File: config.mk
export PLATFORM = sky130hd
export DESIGN_NAME = pdm_cic_decimator
export DESIGN_NICKNAME = d
export VERILOG_FILES = /design/src/rtl/pdm_cic_decimator.sv
export SDC_FILE = /design/constraint.sdc
export NUM_CORES = 1
export LEC_CHECK = 0
export CAP_MARGIN = 40
export CORE_MARGIN = 4
export CORE_UTILIZATION = 50
export CTS_BUF_LIST = sky130_fd_sc_hd__clkbuf_16
export DETAILED_ROUTE_END_ITERATION = 10
export PLACE_DENSITY = 0.65
export REMOVE_ABC_BUFFERS = 1
export SLEW_MARGIN = 20
export SYNTH_ARGS = -nofsm -noshare
export SYNTH_HDL_FRONTEND = slang
export SYNTH_SLANG_ARGS = --single-unit
export TNS_END_PERCENT = 100
File: constraint.sdc
create_clock -name clk_in -period 8.3 [get_ports clk_in]
set_clock_uncertainty 0.1 [all_clocks]
set_input_delay 2.075 -clock clk_in [delete_from_list [all_inputs] [get_ports clk_in]]
set_output_delay 2.075 -clock clk_in [all_outputs]
set_load 0.005 [all_outputs]
File: src/rtl/pdm_cic_decimator.sv
// pdm_cic_decimator: N-stage CIC decimator (differential delay 1) that turns a
// strobed 1-bit PDM stream into signed PCM samples at 1/DECIM_R of the strobe
// rate, presented through a single-entry valid/ready output register.
// Optional DC-removal high-pass after output scaling: define CIC_DC_BLOCK_EN.
module pdm_cic_decimator #(
    parameter int N_STAGES = 3,
    parameter int DECIM_R  = 16,
    parameter int OUT_W    = 16
) (
    input  logic                    clk_in,
    input  logic                    rst_in,
    input  logic                    pdm_valid_in,
    input  logic                    pdm_bit_in,
    input  logic                    sample_ready_in,
    output logic                    sample_valid_out,
    output logic signed [OUT_W-1:0] sample_out,
    output logic                    overrun_out
);

    localparam int LOG2_R = $clog2(DECIM_R);
    localparam int ACC_W  = 2 + N_STAGES * LOG2_R;

    typedef logic signed [ACC_W-1:0] acc_t;

    // integrator section
    acc_t                    r_integ      [N_STAGES];
    acc_t                    w_integ_next [N_STAGES];
    acc_t                    w_x;
    acc_t                    w_chain;
    logic [LOG2_R-1:0]       r_dec_cnt;
    logic                    w_frame_end;

    // comb section
    acc_t                    r_comb_in;
    logic                    r_comb_in_vld;
    acc_t                    w_stage_in   [N_STAGES];
    logic [N_STAGES-1:0]     w_stage_vld;
    acc_t                    r_comb       [N_STAGES];
    acc_t                    r_comb_prev  [N_STAGES];
    logic [N_STAGES-1:0]     r_comb_vld;

    // scaling and output
    logic signed [OUT_W-1:0] w_scaled;
    logic signed [OUT_W-1:0] r_scaled;
    logic                    r_scaled_vld;
    logic signed [OUT_W-1:0] w_new_sample;
    logic                    w_new_vld;
    logic signed [OUT_W-1:0] r_sample;
    logic                    r_valid;
    logic                    r_overrun;

    // Map the PDM bit to +/-1 and ripple it through the integrator cascade;
    // the captured frame value already includes the current strobe.
    always_comb begin
        w_x     = pdm_bit_in ? acc_t'(1) : '1;
        w_chain = w_x;
        for (int unsigned k = 0; k < N_STAGES; k++) begin
            w_chain         = r_integ[k] + w_chain;
            w_integ_next[k] = w_chain;
        end
    end

    // Last strobe of a frame: the counter is about to wrap to zero.
    always_comb begin
        w_frame_end = pdm_valid_in && (r_dec_cnt == LOG2_R'(DECIM_R - 1));
    end

    // Integrators and decimation counter advance only on strobes (wrapping).
    always_ff @(posedge clk_in) begin
        if (!rst_in) begin
            r_dec_cnt <= '0;
            for (int unsigned k = 0; k < N_STAGES; k++) begin
                r_integ[k] <= '0;
            end
        end else if (pdm_valid_in) begin
            r_dec_cnt <= r_dec_cnt + LOG2_R'(1);
            for (int unsigned k = 0; k < N_STAGES; k++) begin
                r_integ[k] <= w_integ_next[k];
            end
        end
    end

    // Route each comb stage's input from the previous stage's register.
    always_comb begin
        w_stage_in[0]  = r_comb_in;
        w_stage_vld[0] = r_comb_in_vld;
        for (int unsigned k = 1; k < N_STAGES; k++) begin
            w_stage_in[k]  = r_comb[k-1];
            w_stage_vld[k] = r_comb_vld[k-1];
        end
    end

    // Frame capture plus pipelined comb stages; each x_prev moves only with
    // valid input so the combs run strictly at the decimated rate.
    always_ff @(posedge clk_in) begin
        if (!rst_in) begin
            r_comb_in     <= '0;
            r_comb_in_vld <= 1'b0;
            r_comb_vld    <= '0;
            for (int unsigned k = 0; k < N_STAGES; k++) begin
                r_comb[k]      <= '0;
                r_comb_prev[k] <= '0;
            end
        end else begin
            r_comb_in_vld <= w_frame_end;
            if (w_frame_end) begin
                r_comb_in <= w_integ_next[N_STAGES-1];
            end
            r_comb_vld <= w_stage_vld;
            for (int unsigned k = 0; k < N_STAGES; k++) begin
                if (w_stage_vld[k]) begin
                    r_comb[k]      <= w_stage_in[k] - r_comb_prev[k];
                    r_comb_prev[k] <= w_stage_in[k];
                end
            end
        end
    end

    // Fit the ACC_W comb result into OUT_W bits.
    if (ACC_W <= OUT_W) begin : g_scale_up
        always_comb begin
            w_scaled = OUT_W'(r_comb[N_STAGES-1]) <<< (OUT_W - ACC_W);
        end
    end else begin : g_scale_down
        always_comb begin
            w_scaled = OUT_W'(r_comb[N_STAGES-1] >>> (ACC_W - OUT_W));
        end
    end

    // Register the scaled comb output.
    always_ff @(posedge clk_in) begin
        if (!rst_in) begin
            r_scaled     <= '0;
            r_scaled_vld <= 1'b0;
        end else begin
            r_scaled_vld <= r_comb_vld[N_STAGES-1];
            if (r_comb_vld[N_STAGES-1]) begin
                r_scaled <= w_scaled;
            end
        end
    end

`ifdef CIC_DC_BLOCK_EN
    localparam logic signed [OUT_W+1:0] DC_MAX = (OUT_W+2)'(2**(OUT_W-1) - 1);
    localparam logic signed [OUT_W+1:0] DC_MIN = (OUT_W+2)'(-(2**(OUT_W-1)));

    logic signed [OUT_W+1:0] w_dc_sum;
    logic signed [OUT_W-1:0] w_dc_sat;
    logic signed [OUT_W-1:0] r_dc_x_prev;
    logic signed [OUT_W-1:0] r_dc_y;
    logic                    r_dc_vld;

    // y = x - x_prev + y_prev - (y_prev >>> 8), saturated back to OUT_W.
    always_comb begin
        w_dc_sum = (OUT_W+2)'(r_scaled) - (OUT_W+2)'(r_dc_x_prev)
                 + (OUT_W+2)'(r_dc_y) - (OUT_W+2)'(r_dc_y >>> 8);
        if (w_dc_sum > DC_MAX) begin
            w_dc_sat = OUT_W'(DC_MAX);
        end else if (w_dc_sum < DC_MIN) begin
            w_dc_sat = OUT_W'(DC_MIN);
        end else begin
            w_dc_sat = OUT_W'(w_dc_sum);
        end
    end

    // DC-block state advances once per scaled sample.
    always_ff @(posedge clk_in) begin
        if (!rst_in) begin
            r_dc_x_prev <= '0;
            r_dc_y      <= '0;
            r_dc_vld    <= 1'b0;
        end else begin
            r_dc_vld <= r_scaled_vld;
            if (r_scaled_vld) begin
                r_dc_x_prev <= r_scaled;
                r_dc_y      <= w_dc_sat;
            end
        end
    end

    assign w_new_sample = r_dc_y;
    assign w_new_vld    = r_dc_vld;
`else
    assign w_new_sample = r_scaled;
    assign w_new_vld    = r_scaled_vld;
`endif

    // Single-entry output register: a new sample always wins; overwriting an
    // unconsumed sample latches the sticky overrun flag.
    always_ff @(posedge clk_in) begin
        if (!rst_in) begin
            r_sample  <= '0;
            r_valid   <= 1'b0;
            r_overrun <= 1'b0;
        end else if (w_new_vld) begin
            r_sample <= w_new_sample;
            r_valid  <= 1'b1;
            if (r_valid && !sample_ready_in) begin
                r_overrun <= 1'b1;
            end
        end else if (r_valid && sample_ready_in) begin
            r_valid <= 1'b0;
        end
    end

    assign sample_valid_out = r_valid;
    assign sample_out       = r_sample;
    assign overrun_out      = r_overrun;

endmodule
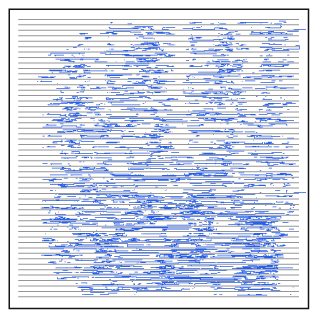
run_1/layer_met1.png
(2 px per um) Supply wires on this layer in grey.
1008 nets have wire on it. The longest straight run is 45.1 um. The wires run mostly horizontal. The layer carries 8560 um of wire. The layer holds 50% of the routed length.
met1 usage: 23.2%
wirelength, routed: 17100 um
vias: 6379

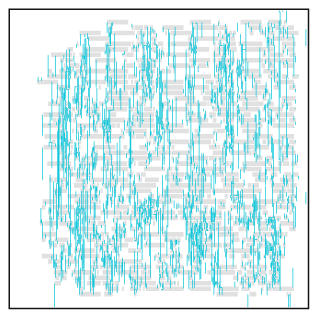
run_1/layer_met2.png
(2 px per um)
The longest straight run is 69.4 um. 837 nets have wire on it. The wires run mostly vertical. The layer carries 7840 um of wire. The layer holds 46% of the routed length.
met2 GRT Util: 26.4%

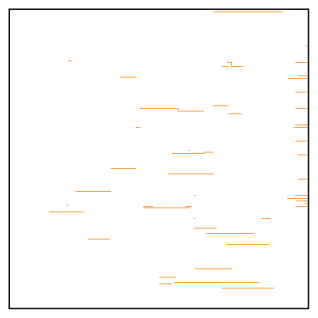
run_1/layer_met3.png
(2 px per um)
The layer carries 490 um of wire. The layer holds 2.9% of the routed length. The wires run mostly horizontal. The longest straight run is 42.3 um.

==> run 1: flip-flops by register name (all words and copies together), names as in the netlist <==
name and flops:
r_comb_prev 42, sample_valid_out 1, r_comb_in_vld 1, r_scaled_vld 1, r_scaled 14, overrun_out 1, sample_out 14, r_comb_in 14
r_dec_cnt 4, r_integ 42, r_comb_vld 3, r_comb 42
==> run 1: cells by family (layout without fill, tap and decap cells) <==
group	after synthesis	count (layout)	synth area share [%]
adder cells (fa/ha/maj)	87	87	11.4
flip-flops	179	179	48.8
buffers and inverters	96	129	3.71
multiplexers	32	32	3.23
AND-OR/OR-AND	172	172	10.9
AND/OR/NAND/NOR	320	320	16.7
other	1	2	0.0378
XOR/XNOR	58	58	5.12
==> run 1: metrics by stage <==
stage               hold WS, ns  area [um2]  util, %  setup slack, ns
floorplan                 0.343        9810        -             1.59
global route              0.407       11000     56.6            0.662
finish                    0.370       11000     56.6             1.02
global placement          0.356       10400     53.3            0.727
CTS                       0.373       11000     56.5             1.04
detailed placement        0.363       10500     53.7            0.589
==> run 1: where the power goes <==
group | internal (mW) | total [mW] | switching (mW)
Sequential | 1.04 | 1.07 | 0.0281
Combinational | 0.387 | 0.977 | 0.590
Clock | 0.386 | 0.734 | 0.347
Total | 1.81 | 2.78 | 0.965
==> run 1: synth_stat cells, drive strengths merged (5+ instances only) <==
library cell / instances
edfxtp: 126
ha: 81
nor2: 75
inv: 66
dfxtp: 53
and2: 52
nor2b: 52
a21oi: 44
o21ai: 44
nand2: 43
mux2i: 32
xnor2: 32
nor3: 29
and3: 26
xor2: 26
a21o: 23
clkbuf: 23
nand3: 14
o21a: 13
a21boi: 12
a31oi: 12
nand2b: 10
o31ai: 8
or2: 8
buf: 7
fa: 6
nand4: 5
==> impl_metrics.env, run 1 <==
# source this file to load flow results
export IMPL_period_needed_ns=7.28
export IMPL_area_leaders="edfxtp_1, dfxtp_1, ha_1"
export IMPL_grt_remaining_overflow=0
export IMPL_ys_cells=945
export IMPL_cp_arrival_ns=7.36
export IMPL_cts_tree="done"
export IMPL_rsz0062_at_grt="no"
export IMPL_peakVddDrop_v=0.000155
export IMPL_path_max_fanout=13
export IMPL_critPathSlowestCell="clkdlybuf4s50_1"
export IMPL_yosysTopAreaCell="edfxtp_1"
export IMPL_drtIter0Drc=293
export IMPL_pwr_density_cell_nw_per_um2=252
export IMPL_max_slew_worst_pin_slew_ns=0.724
export IMPL_grt_pass1_wl_um=29900
export IMPL_grt_pass1_vias=6239
export IMPL_comb_cells=671
export IMPL_cp_num_buf_inv=2
export IMPL_clk_share_pct=4.85
export IMPL_grt_total_usage_pct=16.6
export IMPL_die_w_um=149
export IMPL_path_common_cell="a21o_1"
export IMPL_cp_depth=23
export IMPL_seq_cells=179
export IMPL_syn_to_final_growth_pct=11.0
export IMPL_power_mw=2.78
export IMPL_io_pins=23
export IMPL_grt_max_degree=49
export IMPL_taps=265
export IMPL_gp_congestion=0.836
export IMPL_grtUsageMet3_pct=2.92
export IMPL_drt_met1_wl_um=8560
export IMPL_final_period_utilization_pct=87.7
export IMPL_firstDrtPassIters=5
export IMPL_fillerInstances=1670
export IMPL_wl_per_cell_um=13.8
export IMPL_layout_top_cell="edfxtp_1"
export IMPL_highest_layer="met4"
export IMPL_layout_area_seq_um2=4840
export IMPL_cp_startpoint="pdm_bit_in"
export IMPL_stdcell_count=1244
export IMPL_cts_root_buf="clkbuf_16"
export IMPL_worst_r2r_setup_slack_ns=2.97
export IMPL_layout_nets=1058
export IMPL_fin_tns_setup_ns=0
export IMPL_cp_end_kind="register"
export IMPL_cp_required_ns=8.38
export IMPL_maxCapViolCount=0
export IMPL_post_cts_buffers=0
export IMPL_postSynth_asyncResetShare_pct=0
export IMPL_outcome="completed"
export IMPL_drive_gt1_share_pct=5.41
export IMPL_largestClassByArea="registers"
export IMPL_fp_util_pct=51.0
export IMPL_ys_warn_count=0
export IMPL_busiest_layer="met2"
export IMPL_cts_hold_buf=0
export IMPL_slew_headroom_pct=51.0
export IMPL_clockBufferDepth=2
export IMPL_num_rows=51
export IMPL_clkSinkCount=179
export IMPL_synthDistinctLibCells=48
export IMPL_synth_ff_latch_count=179
export IMPL_dp_cells=1210
export IMPL_drt_antenna_violating_nets=0
export IMPL_cts_htree_levels=4
export IMPL_wl_met3_um=489
export IMPL_reg2regPathDepth=21
export IMPL_hold_viol=0
export IMPL_fp_dieH_um=149
export IMPL_cts_resized=0
export IMPL_crit_family="AND-OR/OR-AND gates"
export IMPL_drcViolationCount=0
export IMPL_clk_latency_ns=0.43
export IMPL_hp_class="register to register"
export IMPL_cpPeakStageDelay_ns=0.53
export IMPL_synth_top_cell_area_share_pct=38.1
export IMPL_clkSlewWorstSetupHoldPaths_ns=0.07
export IMPL_avgSynthCellArea_um2=10.5
export IMPL_inverters=66
export IMPL_lay_top_cells="edfxtp_1, ha_1, nor2_1"
export IMPL_syn_inst=945
export IMPL_hpwlAfterDp_um=12400
export IMPL_crit_reg2reg_launch="r_integ[0][0]$_SDFFCE_PN0P_"
export IMPL_postSynthSeqShare_pct=48.8
export IMPL_p_leak_nw=4.57
export IMPL_bufAreaShareNonClock_pct=3.06
export IMPL_edf_count=126
export IMPL_diodes=0
export IMPL_sh_comb_area_pct=42.9
export IMPL_cts_buffers=17
export IMPL_place_port_buffers=20
export IMPL_synth_area_um2=9920
export IMPL_max_freq_mhz=137
export IMPL_hold_path_end="r_comb_in[0]$_SDFFE_PN0P_"
export IMPL_wl_met2_um=7840
export IMPL_drv_slew=0
export IMPL_clock_buffer_count=17
export IMPL_final_comb_area_um2=4720
export IMPL_ff_type="edfxtp_1"
export IMPL_setup_violations=0
export IMPL_worst_setup_path_type="input port to register"
export IMPL_crit_chain="clkdlybuf4s50_1 > inv_1 > fa_1 > a21o_1 > a21oi_2 > o21bai_1 > a2111o_1 > nand2_1 > xnor2_1 > ha_1 > nor2b_1 > a311o_1 > a31oi_1 > xnor2_1 > ha_1 > a21o_1 > a21o_1 > a22o_1 > a21oi_1 > o21ai_0 > a31oi_1 > xor2_1 > nor2_1"
export IMPL_r2r_end="r_integ[0][41]$_SDFFCE_PN0P_"
export IMPL_start_kind="input port"
export IMPL_worstHoldStart="r_comb_in[0]$_SDFFE_PN0P_"
export IMPL_antenna_found_initial=0
export IMPL_nNonClkBuffers=31
--- run 2 (diff from run 1) ---
Settings changed: CORE_ASPECT_RATIO from default to 0.6, SETUP_SLACK_MARGIN from default to 0.15.
==> run 2 against run 1 <==
Sequential share of layout area down 0.18 points. Clock power up 9.3%. Global-route usage up 1.6 points. Critical path depth up 1. Combinational power up 1%. Non-clock buffer count up 1. Design area up 0.42%. Synthesized area unchanged. Largest power group unchanged. Die size up 0.34%. Via count up 1.8%. Highest routed layer unchanged.
==> impl_metrics.env, run 2 <==
# source this file to load flow results
export IMPL_outcome="completed"
export IMPL_yosys_stat_area_um2=9920
export IMPL_place_port_buffers=20
export IMPL_avgSynthCellArea_um2=10.5
export IMPL_clockBufferDepth=2
export IMPL_period_needed_ns=7.22
export IMPL_fillerInstances=1673
export IMPL_power_mw=2.86
export IMPL_wl_met2_um=7140
export IMPL_max_freq_mhz=139
export IMPL_vias_per_cell=5.21
export IMPL_grt_pass1_wl_um=32100
export IMPL_highest_layer="met4"
export IMPL_cp_required_ns=8.38
export IMPL_fp_util_pct=51.5
export IMPL_maxCapViolCount=0
export IMPL_syn_inst=945
export IMPL_place_area_um2=10500
export IMPL_diodes=0
export IMPL_postSynth_asyncResetShare_pct=0
export IMPL_ff_type="edfxtp_1"
export IMPL_hold_ws_ns=0.369
export IMPL_hpwlAfterDp_um=13800
export IMPL_rsz0062_at_grt="no"
export IMPL_cp_end_kind="register"
export IMPL_layout_nets=1059
export IMPL_vias=6491
export IMPL_busiest_layer="met1"
export IMPL_lay_top_cells="edfxtp_1, ha_1, nor2_1"
export IMPL_grt_total_usage_pct=18.2
export IMPL_path_max_fanout=5
export IMPL_ys_cells=945
export IMPL_synth_area_um2=9920
export IMPL_synth_top_cell_by_count="edfxtp_1"
export IMPL_grt_max_degree=49
export IMPL_postSynthSeqShare_pct=48.8
export IMPL_synthTopCellsByCount="edfxtp_1, ha_1, nor2_1"
export IMPL_die_area_um2=22200
export IMPL_fin_tns_setup_ns=0
export IMPL_synth_top_cell_area_share_pct=38.1
export IMPL_layout_top_cell="edfxtp_1"
export IMPL_cts_buffers=17
export IMPL_synth_ff_latch_count=179
export IMPL_setup_ws_ns=1.08
export IMPL_global_route_usage_met1_pct=29.7
export IMPL_dp_cells=1213
export IMPL_ys_warn_count=0
export IMPL_io_pins=23
export IMPL_hp_class="register to register"
export IMPL_drcViolationCount=0
export IMPL_place_ws_ns=0.688
export IMPL_core_area_um2=19300
export IMPL_clk_latency_ns=0.43
export IMPL_grt_remaining_overflow=0
export IMPL_cts_hold_buf=0
export IMPL_setup_violations=0
export IMPL_crit_chain="clkdlybuf4s50_1 > inv_1 > fa_1 > a21o_1 > a21oi_2 > o21bai_1 > a2111o_1 > a31oi_1 > o21bai_1 > xor2_1 > ha_1 > nand3_1 > a211oi_1 > o31a_1 > nor3_1 > nor2_1 > ha_1 > a21o_1 > a22o_1 > a21oi_1 > o21ai_0 > a31oi_1 > xor2_1 > nor2_1"
export IMPL_worst_setup_path_type="input port to register"
export IMPL_cp_arrival_ns=7.30
export IMPL_yosysTopAreaCell="edfxtp_1"
export IMPL_drt_antenna_violating_nets=0
export IMPL_synthDistinctLibCells=48
export IMPL_drv_slew=0
export IMPL_fp_dieH_um=117
export IMPL_stdcell_count=1246
export IMPL_grt_pass1_vias=6181
export IMPL_gp_congestion=0.855
export IMPL_slew_headroom_pct=48.7
export IMPL_post_cts_buffers=0
export IMPL_clkSlewWorstSetupHoldPaths_ns=0.07
export IMPL_routed_wl_um=19100
export IMPL_hold_viol=0
export IMPL_syn_to_final_growth_pct=11.5
export IMPL_cts_htree_levels=4
export IMPL_firstDrtPassIters=5
export IMPL_cts_resized=0
export IMPL_crit_family="AND-OR/OR-AND gates"
export IMPL_drive_gt1_share_pct=5.71
export IMPL_die_w_um=190
export IMPL_area_leaders="edfxtp_1, dfxtp_1, ha_1"
export IMPL_p_leak_nw=4.59
export IMPL_wl_met3_um=730
export IMPL_final_cell_area_um2=11100
export IMPL_warnings=28
export IMPL_edf_count=126
export IMPL_antenna_found_initial=0
export IMPL_drt_met1_wl_um=11100
export IMPL_pwr_density_cell_nw_per_um2=259
export IMPL_cts_tree="done"
export IMPL_cpPeakStageDelay_ns=0.54
export IMPL_peakVddDrop_v=0.000176
export IMPL_drtIter0Drc=542
export IMPL_reg_top3="r_comb (42), r_comb_prev (42), r_integ (42)"
export IMPL_wl_per_cell_um=15.3
export IMPL_final_period_utilization_pct=86.9
export IMPL_grtUsageMet3_pct=4.00
export IMPL_start_kind="input port"
export IMPL_clkSinkCount=179
export IMPL_max_slew_worst_pin_slew_ns=0.770
export IMPL_cts_root_buf="clkbuf_16"
export IMPL_num_rows=39
export IMPL_critPathSlowestCell="clkdlybuf4s50_1"
export IMPL_grt_use_met2_pct=24.3
export IMPL_cp_num_buf_inv=2
==> run 2: report_power, final <==
| group | total, mW | internal [mW] | switching, mW |
|---|---|---|---|
| combinational | 0.990 | 0.390 | 0.601 |
| sequential | 1.07 | 1.04 | 0.0310 |
| clock | 0.802 | 0.429 | 0.373 |
| total | 2.86 | 1.86 | 1.00 |
==> run 2: layout make-up <==
| type | count | area [um2] | share of cell area (%) |
|---|---|---|---|
| sequential | 179 | 4840 | 43.8 |
| clock buffer | 19 | 475 | 4.30 |
| clock inverter | 13 | 113 | 1.02 |
| timing repair buffer | 32 | 328 | 2.96 |
| multi-input combinational | 671 | 4720 | 42.7 |
| inverter | 66 | 248 | 2.24 |
| tap | 266 | 333 | 3.01 |
==> run 2: logic make-up (layout without fill, tap and decap cells) <==
group | count (synthesis) | count (layout) | synth area share (%)
other | 1 | 2 | 0.0378
adder cells (fa/ha/maj) | 87 | 87 | 11.4
XOR/XNOR | 58 | 58 | 5.12
AND-OR/OR-AND | 172 | 172 | 10.9
buffers and inverters | 96 | 130 | 3.71
flip-flops | 179 | 179 | 48.8
AND/OR/NAND/NOR | 320 | 320 | 16.7
multiplexers | 32 | 32 | 3.23
==> run 2: final timing paths <==
path	startpoint	end	slack, ns	cells after the start
max	pdm_bit_in	r_integ[0][41]$_SDFFCE_PN0P_	1.08	24
min	r_comb_in[0]$_SDFFE_PN0P_	r_comb_in[0]$_SDFFE_PN0P_	0.37	2
max reg2reg	r_integ[0][0]$_SDFFCE_PN0P_	r_integ[0][41]$_SDFFCE_PN0P_	2.84	22
min reg2reg	r_comb_in[0]$_SDFFE_PN0P_	r_comb_in[0]$_SDFFE_PN0P_	0.37	2
==> run 2: worst min-delay path, cell delays in order (launching register included) <==
cell and delay, ns:
dfxtp_1 0.31, nand2_1 0.05, a21boi_0 0.07
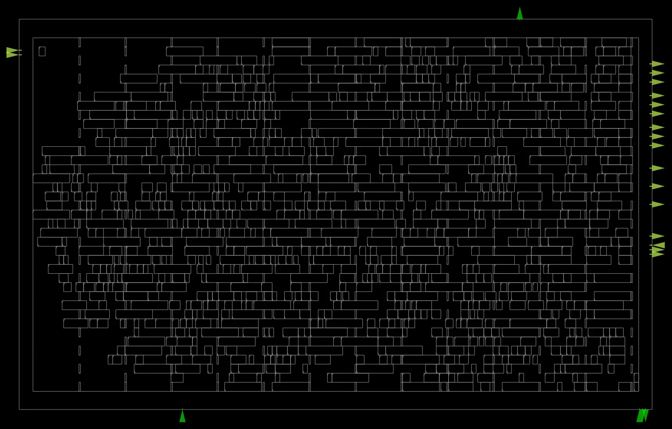
run_2/placement.png
final core occ: 57.4%
flip-flops: 179

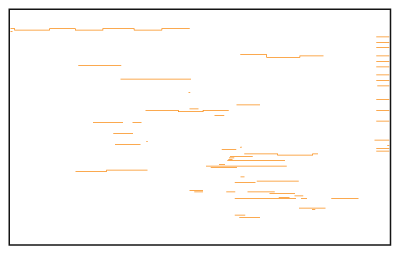
run_2/layer_met3.png
(2 px per um)
51 nets have wire on it. The wires run mostly horizontal.

--- run 3 (diff from run 2) ---
Settings changed: CAP_MARGIN 40 to 20.
==> run 3 against run 2 <==
Power rose by 0.14%. Worst hold slack worse by 0.0023 ns. Sequential share of layout area up 0.32 points. Combinational power is essentially flat. Largest cell class unchanged. Clock power is essentially flat. Non-clock buffer count is 5 lower.
==> impl_metrics.env, run 3 <==
# source this file to load flow results
export IMPL_postSynth_asyncResetShare_pct=0
export IMPL_synth_area_um2=9920
export IMPL_peakVddDrop_v=0.000166
export IMPL_grt_remaining_overflow=0
export IMPL_ys_cells=945
export IMPL_io_pins=23
export IMPL_die_w_um=190
export IMPL_layout_nets=1054
export IMPL_area_leaders="edfxtp_1, dfxtp_1, ha_1"
export IMPL_seq_share_pct=44.1
export IMPL_hold_viol=0
export IMPL_final_comb_area_um2=4730
export IMPL_layout_top_cell="edfxtp_1"
export IMPL_drv_slew=0
export IMPL_wl_per_cell_um=15.3
export IMPL_grtUsageMet3_pct=4.00
export IMPL_fin_tns_setup_ns=0
export IMPL_cts_resized=0
export IMPL_rsz0062_at_grt="no"
export IMPL_bufAreaShareNonClock_pct=2.26
export IMPL_crit_chain="clkdlybuf4s50_1 > inv_1 > fa_1 > a21o_1 > a21oi_2 > o21bai_1 > a2111o_1 > a31oi_1 > o21bai_1 > xor2_1 > ha_1 > nand3_1 > a211oi_1 > o31a_1 > nor3_1 > nor2_1 > ha_1 > a21o_1 > a22o_1 > a21oi_1 > o21ai_0 > a31oi_1 > xor2_1 > nor2_1"
export IMPL_max_slew_worst_pin_slew_ns=1.00
export IMPL_path_max_fanout=5
export IMPL_diodes=0
export IMPL_setup_violations=0
export IMPL_avgSynthCellArea_um2=10.5
export IMPL_antenna_found_initial=0
export IMPL_yosysTopAreaCell="edfxtp_1"
export IMPL_syn_to_final_growth_pct=10.7
export IMPL_place_area_um2=10400
export IMPL_final_period_utilization_pct=87.4
export IMPL_nNonClkBuffers=27
export IMPL_switching_power_mw=0.990
export IMPL_reg_top3="r_comb (42), r_comb_prev (42), r_integ (42)"
export IMPL_firstDrtPassIters=5
export IMPL_cp_arrival_ns=7.33
export IMPL_pwr_density_cell_nw_per_um2=261
export IMPL_final_cell_area_um2=11000
export IMPL_period_needed_ns=7.25
export IMPL_core_area_um2=19300
export IMPL_p_leak_nw=4.56
export IMPL_p_seq_mw=1.07
export IMPL_r2r_end="r_integ[0][41]$_SDFFCE_PN0P_"
export IMPL_hold_ws_ns=0.367
export IMPL_switching_share_pct=34.5
export IMPL_slew_headroom_pct=32.9
export IMPL_utilization_pct=57.0
export IMPL_wl_met2_um=7000
export IMPL_hp_class="register to register"
export IMPL_grt_pass1_wl_um=31700
export IMPL_cp_end_kind="register"
export IMPL_wl_met3_um=753
export IMPL_sh_comb_area_pct=43.1
export IMPL_busiest_layer="met1"
export IMPL_cpPeakStageDelay_ns=0.53
export IMPL_fp_dieH_um=117
export IMPL_fp_util_pct=51.5
export IMPL_hold_path_depth=2
export IMPL_power_share_clock_pct=28.1
export IMPL_power_frac_seq_pct=37.3
export IMPL_clk_share_pct=5.30
export IMPL_yosys_stat_area_um2=9920
export IMPL_hpwlAfterDp_um=13300
export IMPL_cts_tree="done"
export IMPL_cp_required_ns=8.38
export IMPL_die_area_um2=22200
export IMPL_edf_count=126
export IMPL_power_group_top="registers"
export IMPL_inverters=66
export IMPL_drcViolationCount=0
export IMPL_clkSlewWorstSetupHoldPaths_ns=0.07
export IMPL_highest_layer="met4"
export IMPL_clkSinkCount=179
export IMPL_warnings=28
export IMPL_maxCapViolCount=0
export IMPL_internal_power_mw=1.88
export IMPL_synthDistinctLibCells=48
export IMPL_synth_top_cell_by_count="edfxtp_1"
export IMPL_largestClassByArea="registers"
export IMPL_start_kind="input port"
export IMPL_drt_met1_wl_um=11100
export IMPL_clock_buffer_count=17
export IMPL_layout_area_seq_um2=4840
export IMPL_worst_setup_path_type="input port to register"
export IMPL_cts_htree_levels=4
export IMPL_critPathSlowestCell="clkdlybuf4s50_1"
export IMPL_grt_pass1_vias=5999
export IMPL_grt_total_usage_pct=18.0
export IMPL_reg2regPathDepth=22
export IMPL_lay_top_cells="edfxtp_1, ha_1, nor2_1"
export IMPL_cp_num_buf_inv=2
export IMPL_cts_buffers=17
export IMPL_clockBufferDepth=2
export IMPL_place_port_buffers=20
export IMPL_clk_latency_ns=0.43
export IMPL_crit_reg2reg_launch="r_integ[0][0]$_SDFFCE_PN0P_"
export IMPL_worstHoldStart="r_comb_in[0]$_SDFFE_PN0P_"
export IMPL_max_freq_mhz=138
export IMPL_post_cts_buffers=0
export IMPL_grt_max_degree=49
export IMPL_synthTopCellsByCount="edfxtp_1, ha_1, nor2_1"
export IMPL_worst_r2r_setup_slack_ns=2.82
export IMPL_crit_family="AND-OR/OR-AND gates"
export IMPL_syn_inst=945
export IMPL_fillerInstances=1669
export IMPL_num_rows=39
export IMPL_comb_power_mw=0.993
export IMPL_cts_hold_buf=0
export IMPL_seq_cells=179
export IMPL_drtIter0Drc=434
export IMPL_postSynthSeqShare_pct=48.8
export IMPL_power_clock_mw=0.804
export IMPL_p_comb_share_pct=34.6
export IMPL_synth_top_cell_area_share_pct=38.1
export IMPL_vias_per_cell=5.23
export IMPL_comb_cells=671
export IMPL_hold_path_end="r_comb_in[0]$_SDFFE_PN0P_"
export IMPL_outcome="completed"
export IMPL_drt_antenna_violating_nets=0
export IMPL_cts_root_buf="clkbuf_16"
export IMPL_ff_type="edfxtp_1"
export IMPL_taps=266
export IMPL_ys_warn_count=0
export IMPL_drive_gt1_share_pct=5.24
export IMPL_gp_congestion=0.855
export IMPL_synth_ff_latch_count=179
[run 3: cell count changes in the layout (fill, tap and decap cells not counted), moves of 2 or more]
cell | previous run | this run
clkinvlp_4 | 2 | 0
clkinv_4 | 0 | 2
inv_6 | 5 | 3
buf_8 | 4 | 0
bufinv_16 | 0 | 2
clkbuf_16 | 19 | 17
clkinv_2 | 1 | 3
[run 3: kinds of logic after synthesis]
group | Yosys count | synth area share (%)
compound gates | 172 | 10.9
xor+xnor | 58 | 5.12
fa+ha+maj | 87 | 11.4
buf+inv | 96 | 3.71
flops | 179 | 48.8
mux | 32 | 3.23
other cells | 1 | 0.0378
simple gates | 320 | 16.7
[run 3: worst max path at each step]
stage,from,end,cells after the start
final,pdm_bit_in,r_integ[0][41]$_SDFFCE_PN0P_,24
after global routing,pdm_bit_in,r_integ[0][41]$_SDFFCE_PN0P_,24
after global placement,pdm_bit_in,r_integ[0][41]$_SDFFCE_PN0P_,23
after CTS,pdm_bit_in,r_integ[0][41]$_SDFFCE_PN0P_,24
after floorplan,pdm_bit_in,r_integ[0][41]$_SDFFCE_PN0P_,22
after detailed placement,pdm_bit_in,r_integ[0][41]$_SDFFCE_PN0P_,24
[run 3: metrics by stage]
stage / instances / setup WS [ns] / total power [mW]
CTS: 1240 / 1.12 / 2.87
floorplan: 916 / 1.59 / 1.82
detailed placement: 1209 / 0.698 / 2.05
global placement: 1209 / 0.880 / 2.05
global route: 1240 / 0.689 / 3.05
finish: 1240 / 1.05 / 2.87
[run 3: worst register-to-register path: cells and delay by family (launching register included)]
family,cells,cell delay [ns]
compound gates,13,2.54
xor+xnor,2,0.45
flops,1,0.53
simple gates,4,0.44
fa+ha+maj,3,1.19
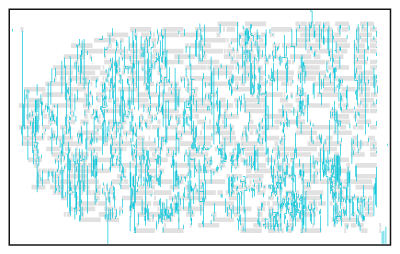
run_3/layer_met2.png
(2 px per um)
The longest straight run is 57.1 um. The layer holds 37% of the routed length. The wires run mostly vertical. 830 nets have wire on it. The layer carries 7000 um of wire.
met2 GRT Util: 23.8%
wirelength, routed: 18900 um
vias: 6485

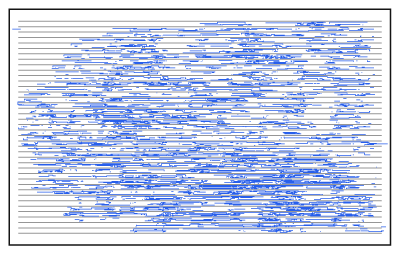
run_3/layer_met1.png
(2 px per um) Supply wires on this layer in grey.
The longest straight run is 68.5 um. The layer holds 59% of the routed length. The layer carries 11100 um of wire. 1011 nets have wire on it.
met1 usage: 29.5%

Power figures rest on the tool's default switching activity, not on a simulated workload.
